Zoomed window:
Region (45, 46) to (70, 71) µm. Cells in grey, sequential cells in the stronger grey; small squares are vias.
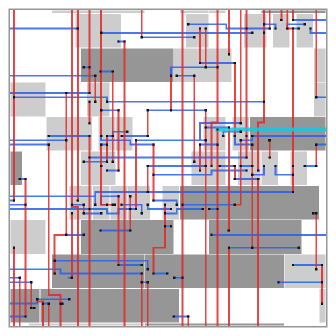
Congestion heat map:
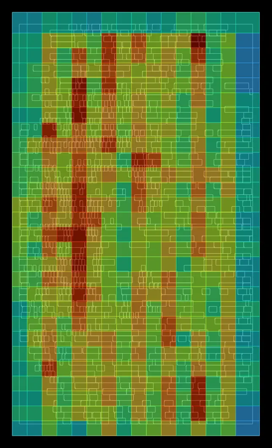
Ports around the boundary:
Drawn at 3 px/µm. Pins as bars across the die edge, other pins in grey.
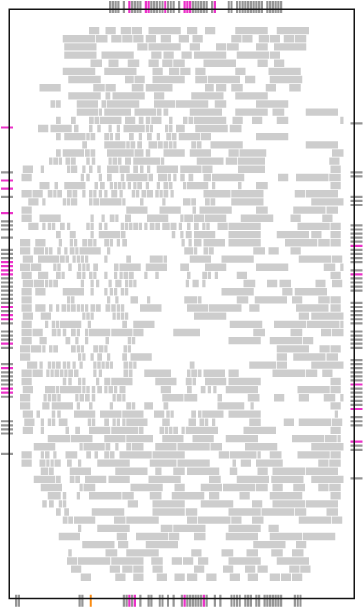
## src/rtl/fetch_unit.sv

```systemverilog
// Instruction fetch stage: owns the fetch PC, keeps at most one word request in
// flight and buffers in-order responses with their PC for decode.
module fetch_unit #(
    parameter logic [31:0] RESET_PC = 32'h0000_0000,
    parameter int          DEPTH    = 2
) (
    input  logic        clk,
    input  logic        reset,
    output logic        imem_req_valid,
    input  logic        imem_req_ready,
    output logic [31:0] imem_req_addr,
    input  logic        imem_rsp_valid,
    input  logic [31:0] imem_rsp_data,
    input  logic        redirect_valid,
    input  logic [31:0] redirect_pc,
    output logic        inst_valid,
    input  logic        inst_ready,
    output logic [31:0] inst_data,
    output logic [31:0] inst_pc,
    output logic [31:0] fetch_pc
);
    localparam int            AW       = $clog2(DEPTH);
    localparam logic [AW-1:0] PTR_ONE  = AW'(1);
    localparam logic [AW:0]   CNT_ZERO = (AW+1)'(0);
    localparam logic [AW:0]   CNT_ONE  = (AW+1)'(1);
    localparam logic [AW:0]   CNT_FULL = (AW+1)'(DEPTH);

    typedef enum logic [1:0] {
        ST_IDLE = 2'd0,
        ST_WAIT = 2'd1,
        ST_DROP = 2'd2
    } state_t;

    state_t        state_r;
    state_t        state_next_s;
    logic [31:0]   fetch_pc_r;
    logic [31:0]   req_pc_r;
    logic [31:0]   pc_mem_r   [DEPTH];
    logic [31:0]   data_mem_r [DEPTH];
    logic [AW-1:0] wr_ptr_r;
    logic [AW-1:0] rd_ptr_r;
    logic [AW:0]   count_r;
    logic          inst_valid_s;
    logic          req_valid_s;
    logic          req_fire_s;
    logic          push_s;
    logic          pop_s;

    // Handshake qualifiers; a redirect voids both the response push and the pop
    always_comb begin
        inst_valid_s = (count_r != CNT_ZERO);
        req_valid_s  = (state_r == ST_IDLE) && (count_r < CNT_FULL) && !redirect_valid && !reset;
        req_fire_s   = req_valid_s && imem_req_ready;
        push_s       = (state_r == ST_WAIT) && imem_rsp_valid && !redirect_valid;
        pop_s        = inst_valid_s && inst_ready && !redirect_valid;
    end

    // Next-state logic; any response seen in WAIT or DROP ends the transaction
    always_comb begin
        state_next_s = state_r;
        case (state_r)
            ST_IDLE: begin
                if (req_fire_s) begin
                    state_next_s = ST_WAIT;
                end else begin
                    state_next_s = ST_IDLE;
                end
            end
            ST_WAIT: begin
                if (imem_rsp_valid) begin
                    state_next_s = ST_IDLE;
                end else if (redirect_valid) begin
                    state_next_s = ST_DROP;
                end else begin
                    state_next_s = ST_WAIT;
                end
            end
            ST_DROP: begin
                if (imem_rsp_valid) begin
                    state_next_s = ST_IDLE;
                end else begin
                    state_next_s = ST_DROP;
                end
            end
            default: state_next_s = ST_IDLE;
        endcase
    end

    // FSM state, fetch PC and the PC of the in-flight request
    always_ff @(posedge clk) begin
        if (reset) begin
            state_r    <= ST_IDLE;
            fetch_pc_r <= RESET_PC;
            req_pc_r   <= RESET_PC;
        end else begin
            state_r <= state_next_s;
            if (redirect_valid) begin
                fetch_pc_r <= {redirect_pc[31:2], 2'b00};
            end else if (req_fire_s) begin
                fetch_pc_r <= fetch_pc_r + 32'd4;
            end
            if (req_fire_s) begin
                req_pc_r <= fetch_pc_r;
            end
        end
    end

    // Buffer pointers and occupancy; a redirect empties the buffer
    always_ff @(posedge clk) begin
        if (reset || redirect_valid) begin
            wr_ptr_r <= {AW{1'b0}};
            rd_ptr_r <= {AW{1'b0}};
            count_r  <= CNT_ZERO;
        end else begin
            if (push_s) begin
                wr_ptr_r <= wr_ptr_r + PTR_ONE;
            end
            if (pop_s) begin
                rd_ptr_r <= rd_ptr_r + PTR_ONE;
            end
            case ({push_s, pop_s})
                2'b10:   count_r <= count_r + CNT_ONE;
                2'b01:   count_r <= count_r - CNT_ONE;
                default: count_r <= count_r;
            endcase
        end
    end

    // Buffer storage; entries are only observed while counted as valid
    always_ff @(posedge clk) begin
        if (push_s) begin
            pc_mem_r[wr_ptr_r]   <= req_pc_r;
            data_mem_r[wr_ptr_r] <= imem_rsp_data;
        end
    end

    assign imem_req_valid = req_valid_s;
    assign imem_req_addr  = fetch_pc_r;
    assign inst_valid     = inst_valid_s;
    assign inst_data      = data_mem_r[rd_ptr_r];
    assign inst_pc        = pc_mem_r[rd_ptr_r];
    assign fetch_pc       = fetch_pc_r;

endmodule

```

## config.mk

```make
export PLATFORM = sky130hd
export DESIGN_NAME = fetch_unit
export DESIGN_NICKNAME = d
export VERILOG_FILES = /design/src/rtl/fetch_unit.sv
export SDC_FILE = /design/constraint.sdc
export NUM_CORES = 1
export LEC_CHECK = 0
export ABC_AREA = 1
export CAP_MARGIN = 20
export CORE_ASPECT_RATIO = 1.75
export CORE_MARGIN = 3
export CORE_UTILIZATION = 40
export CTS_CLUSTER_DIAMETER = 50
export DETAILED_ROUTE_END_ITERATION = 10
export PLACE_DENSITY = 0.65
export RECOVER_POWER = 100
export SLEW_MARGIN = 20
export SYNTH_ARGS = -nofsm -noshare
export SYNTH_HDL_FRONTEND = slang
export SYNTH_SLANG_ARGS = --single-unit
```

## constraint.sdc

```tcl
create_clock -name clk -period 4.3 [get_ports clk]
set_input_delay 0.86 -clock clk [delete_from_list [all_inputs] [get_ports clk]]
set_output_delay 0.86 -clock clk [all_outputs]
set_load 0.01 [all_outputs]
```

==> run notes <==
Implementation results are summarized by area below.

Power
In this run, flip-flops and latches consume 53.9% of the power. Total power normalized to cell area comes to 353 mW/mm². The switching power total is 863 µW.

The maximum resistive drop on vdd is 0.000228 V.

Finish
The largest register by flop count is data_mem_r. Per the final report, the share of cell area in non-clock buffers is 18.8%. Across the whole layout, storage elements account for 0.00506 mm². The clock network contribution to total cell area is 5.07%. The number of antenna diodes in the final layout is 0. Among logic cells in the layout, the one with the most instances is sky130_fd_sc_hd__dlygate4sd3_1. The ratio of cells with drive above 1 in the final layout is 11.1%.

Drt
The count of routing violations after the opening detailed-route iteration is 297. Wire segments on met2 add up to 11000 µm in the final route. Per the detail_route report, vias per standard cell equal 4.92. The highest layer used for signal routing is met4. Wire segments on met3 add up to 896 µm in the final route. Summed over all layers, the routed wires come to 20000 µm.

Run status
The run finished with clean final reports.

Yosys
The total of flip-flops plus latches after synthesis is 191. By count the netlist is led by 127 x sky130_fd_sc_hd__nand2_1, 124 x sky130_fd_sc_hd__edfxtp_1, 74 x sky130_fd_sc_hd__inv_1, 72 x sky130_fd_sc_hd__nor2_1, 67 x sky130_fd_sc_hd__dfxtp_1. The predominant post-synthesis flop cell is sky130_fd_sc_hd__edfxtp_1. The most frequently used cell type in the post-synthesis netlist is sky130_fd_sc_hd__nand2_1.

The synthesis warning total is 0. The share of synthesized area occupied by flip-flops and latches is 61.4%.

STA
The final max-slew violation count recorded for this run is 0. Setup repair after global routing left no endpoint under its margin.

Global routing
The maximum number of pins on one net before global-route repair is 63. The via count of the first global-routing pass is 5791. Per the GRT log, the top usage layer is met2.

Critical path
The capturing element type of the critical path is an output port. The critical path is of the reg -> out type. At the worst endpoint, the required time is 3.44 ns. The internal reg-to-reg setup slack is 1.92 ns.

Placement
The routability congestion estimate from global placement is 0.890.

Floorplanning
Per the OpenROAD floorplan log, the area of the core is 0.0200 mm². The report lists the number of standard-cell rows as 68.

Clock network
Clock tree synthesis selected as its root buffer the cell sky130_fd_sc_hd__clkbuf_16. In this run the deepest clock path goes through 2 buffers.

Worst hold path
The endpoint of the worst hold-timing path is pc_mem_r[1][5].
## Picture notes: 'zoomed window'
legend:
  blue:
    layer: met1
  cyan:
    layer: met3
  red:
    layer: met2
netlist names of flops here include: pc_mem_r (3), req_pc_r (3), fetch_pc (2)
cells with their middle in the window: 33
sequential cells in the window: 8
most frequent: nor2_1 (6), dfxtp_1 (5)

## Picture notes: 'congestion heat map'
met2 track demand over resource in global routing: 32.3%
Tot GR Track Use: 17.8%
met1 capacity usage during global routing: 20.2%

## Picture notes: 'ports around the boundary'
legend:
  orange:
    port: imem_req_valid
    pins: 1
    direction: output
    edge: south
  magenta:
    port: fetch_pc
    pins: 32
    direction: output
    edge: 15 west, 8 north, 5 east, 4 south
all pins by edge: 53 east, 51 north, 48 west, 48 south

[cell families (layout without fill, tap and decap cells)]
kind of cell | Yosys count | count (layout) | share of synthesized area, %
AOI/OAI and AO/OA | 90 | 90 | 5.98
muxes | 62 | 62 | 8.47
DFF | 191 | 191 | 61.4
other | 1 | 6 | 0.0455
adders and majority gates | 2 | 2 | 0.304
buffers and inverters | 139 | 308 | 8.65
xor gates and xnor gates | 7 | 7 | 0.744
and+or+nand+nor | 277 | 277 | 14.4
[per-stage QoR]
step	std cells	area, µm²	setup WS (ns)	hold slack, ns	power (µW)
floorplan	774	8260	0.0377	0.420	2210
global placement	1156	10200	1.01	0.430	2370
detailed placement	1156	10200	1.01	0.437	2370
CTS	1188	10700	1.02	0.450	3840
global route	1188	10700	0.483	0.470	3900
finish	1188	10700	0.629	0.449	3770
Power figures rest on the tool's default switching activity, not on a simulated workload.
